**config.mk**
```make
export PLATFORM = sky130hd
export DESIGN_NAME = piso_tx_flat
export DESIGN_NICKNAME = d
export VERILOG_FILES = /design/src/rtl/piso_if.sv /design/src/rtl/piso_tx.sv /design/src/flat_wrapper.sv
export SDC_FILE = /design/constraint.sdc
export NUM_CORES = 1
export LEC_CHECK = 0
export CAP_MARGIN = 20
export CORE_MARGIN = 10
export CORE_UTILIZATION = 42
export CTS_CLUSTER_SIZE = 40
export DETAILED_ROUTE_END_ITERATION = 6
export HOLD_SLACK_MARGIN = 0.05
export PLACE_DENSITY_LB_ADDON = 0.05
export SETUP_SLACK_MARGIN = 0.15
export SLEW_MARGIN = 40
export SYNTH_ARGS = -nofsm -noshare
export SYNTH_HDL_FRONTEND = slang
export SYNTH_SLANG_ARGS = --single-unit
```
**constraint.sdc**
```tcl
create_clock -name clk -period 1.7 [get_ports clk]
set_input_delay 0.255 -clock clk [delete_from_list [all_inputs] [get_ports clk]]
set_output_delay 0.255 -clock clk [all_outputs]
set_load 0.02 [all_outputs]
```
**src/rtl/piso_if.sv**
```systemverilog
// piso_if: valid/ready word intake for the piso_tx serialiser.
// The master drives a word and valid; the slave answers with ready.
interface piso_if #(
    parameter int WIDTH = 8
);
    logic [WIDTH-1:0] din;
    logic             valid;
    logic             ready;

    modport master (
        output din,
        output valid,
        input  ready
    );

    modport slave (
        input  din,
        input  valid,
        output ready
    );
endinterface

```
**src/rtl/piso_tx.sv**
```systemverilog
// piso_tx: MSB-first parallel-to-serial transmitter feeding a sipo.
// Define PISO_PARITY_EN to append an even-parity bit after the data.
module piso_tx #(
    parameter int WIDTH = 8
) (
    input  logic   clk,
    input  logic   rst,
    piso_if.slave  up,
    input  logic   en,
    output logic   sd,
    output logic   se,
    output logic   done,
    output logic   busy
);
`ifdef PISO_PARITY_EN
    localparam int NB = WIDTH + 1;
`else
    localparam int NB = WIDTH;
`endif
    localparam int CW = $clog2(NB);
    localparam logic [CW-1:0] CNT_TOP = CW'(NB - 1);

    typedef enum logic {
        IDLE,
        SHIFT
    } state_e;

    state_e           state_q, state_d;
    logic [WIDTH-1:0] sh_q, sh_d;
    logic [CW-1:0]    cnt_q, cnt_d;
    logic             done_q, done_d;
    logic             last;
    logic             accept;
`ifdef PISO_PARITY_EN
    logic             par_q, par_d;
`endif

    always_comb begin
        last     = (state_q == SHIFT) && en && (cnt_q == '0);
        up.ready = !rst && ((state_q == IDLE) || last);
        accept   = up.valid && up.ready;
        state_d  = state_q;
        sh_d     = sh_q;
        cnt_d    = cnt_q;
        done_d   = 1'b0;
        sd       = 1'b0;
        se       = 1'b0;
`ifdef PISO_PARITY_EN
        par_d    = par_q;
`endif
        unique case (state_q)
            IDLE: begin
            end
            SHIFT: begin
                se = en;
                sd = sh_q[WIDTH-1];
`ifdef PISO_PARITY_EN
                if (cnt_q == '0) sd = par_q;
`endif
                if (en) begin
                    sh_d = {sh_q[WIDTH-2:0], 1'b0};
                    if (cnt_q == '0) begin
                        done_d  = 1'b1;
                        state_d = IDLE;
                    end else begin
                        cnt_d = cnt_q - CW'(1);
                    end
                end
            end
        endcase
        // Accept overrides the final-bit update for back-to-back words.
        if (accept) begin
            sh_d    = up.din;
            cnt_d   = CNT_TOP;
            state_d = SHIFT;
`ifdef PISO_PARITY_EN
            par_d   = ^up.din;
`endif
        end
    end

    always_ff @(posedge clk or posedge rst) begin
        if (rst) begin
            state_q <= IDLE;
            sh_q    <= '0;
            cnt_q   <= '0;
            done_q  <= 1'b0;
        end else begin
            state_q <= state_d;
            sh_q    <= sh_d;
            cnt_q   <= cnt_d;
            done_q  <= done_d;
        end
    end

`ifdef PISO_PARITY_EN
    always_ff @(posedge clk or posedge rst) begin
        if (rst) par_q <= 1'b0;
        else     par_q <= par_d;
    end
`endif

    assign done = done_q;
    assign busy = (state_q == SHIFT);
endmodule

```
**src/flat_wrapper.sv**
```systemverilog
// flat-port wrapper written by rule: the top's interface ports become plain ports
module piso_tx_flat 
#(
    parameter int WIDTH = 8
)
  (clk, rst, en, sd, se, done, busy, up_din, up_valid, up_ready);
  piso_if #(.WIDTH(WIDTH)) up_i ();
  input  logic clk;
  input  logic rst;
  input  logic en;
  output logic sd;
  output logic se;
  output logic done;
  output logic busy;
  input wire logic [$bits(up_i.din)-1:0] up_din;
  input wire logic [$bits(up_i.valid)-1:0] up_valid;
  output wire logic [$bits(up_i.ready)-1:0] up_ready;
  assign up_i.din = up_din;
  assign up_i.valid = up_valid;
  assign up_ready = up_i.ready;
  piso_tx #(.WIDTH(WIDTH)) u_core (.clk(clk), .rst(rst), .up(up_i), .en(en), .sd(sd), .se(se), .done(done), .busy(busy));
endmodule
```
placement_by_type.png
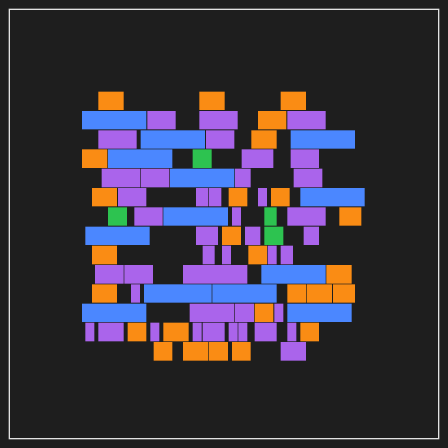
clock drivers and dummy loads: drawn in green, cells 4, share of their area 2.9%. other buffers and delay cells: drawn in orange, cells 26, share of their area 24%. combinational and other logic: drawn in purple, cells 42, share of their area 39%. flops: drawn in blue, cells 13, share of their area 34%.

congestion.png
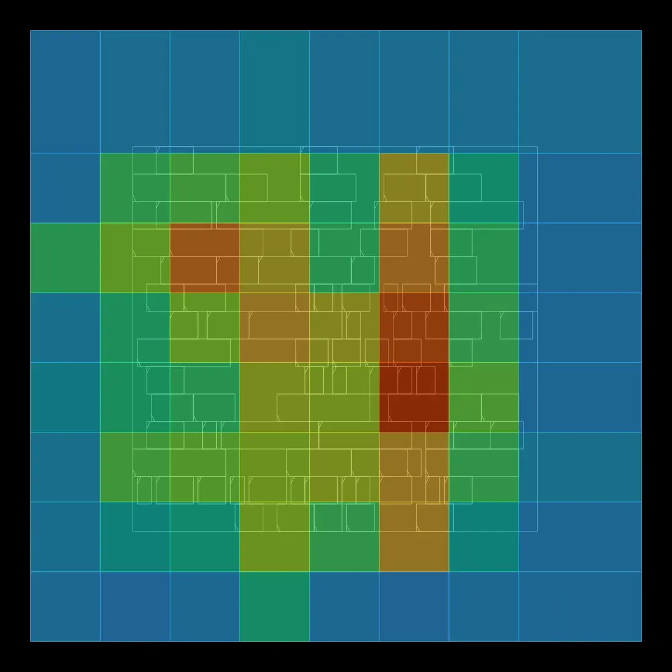
Util after Layout: 64.0%
GR Util met3: 4.38%
grt met1 use: 8.28%
met2 Usage GRT: 15.1%
Tot GR Track Use: 8.23%

==> impl_metrics.json <==
{
  "status": "completed",
  "dpl_cell_area_um2": 918,
  "io_pins": 17,
  "globalplace.congestion": 0.762,
  "simple_gate_area_share_pct": 9.84,
  "cp.depth": 5,
  "ys_top_logic_family": "multiplexers",
  "ys_seq_share_pct": 47.4,
  "clock.latency.late_pin_ns": 0.28,
  "cts_htree_levels": 1,
  "swShare_pct": 32.7,
  "p_sw_mw": 0.486,
  "top_cell": "dfrtp_1",
  "seqPwrFrac_pct": 36.3,
  "topCellsByArea": "dfrtp_1 47%, mux2_2 15%, mux2_4 11%",
  "drive_above_1_share_pct": 43.5,
  "drtIter0Drc": 3,
  "worst-path-max-fanout": 9,
  "comb_area_share_pct": 35.6,
  "final_cells": 101,
  "clock.fmax_ghz": 0.620,
  "final.clkbuf_count": 3,
  "first_pass_iters": 2,
  "rr_worst_depth": 5,
  "post-cts-setup-buffer-count": 0,
  "finalSetupTns_ns": 0,
  "design_power_total_mw": 1.49,
  "ys_top_cells_by_count": "13 x dfrtp_1, 9 x mux2_2, 6 x inv_1",
  "largest_reg_flops": 8,
  "vias_per_cell": 5.12,
  "grt.overflow.total": 0,
  "p_clk_mw": 0.191,
  "ant_nets": 0,
  "setup_viol": 0,
  "r2r_end": "u_core.sh_q[5]",
  "min_period_ns": 1.61,
  "drt_wl_total_um": 1410,
  "vdd_drop_max_v": 0.000933,
  "rows": 14,
  "syn_to_final_growth_pct": 41.9,
  "holdBufCountCts": 0,
  "p_comb_share_pct": 50.8
}
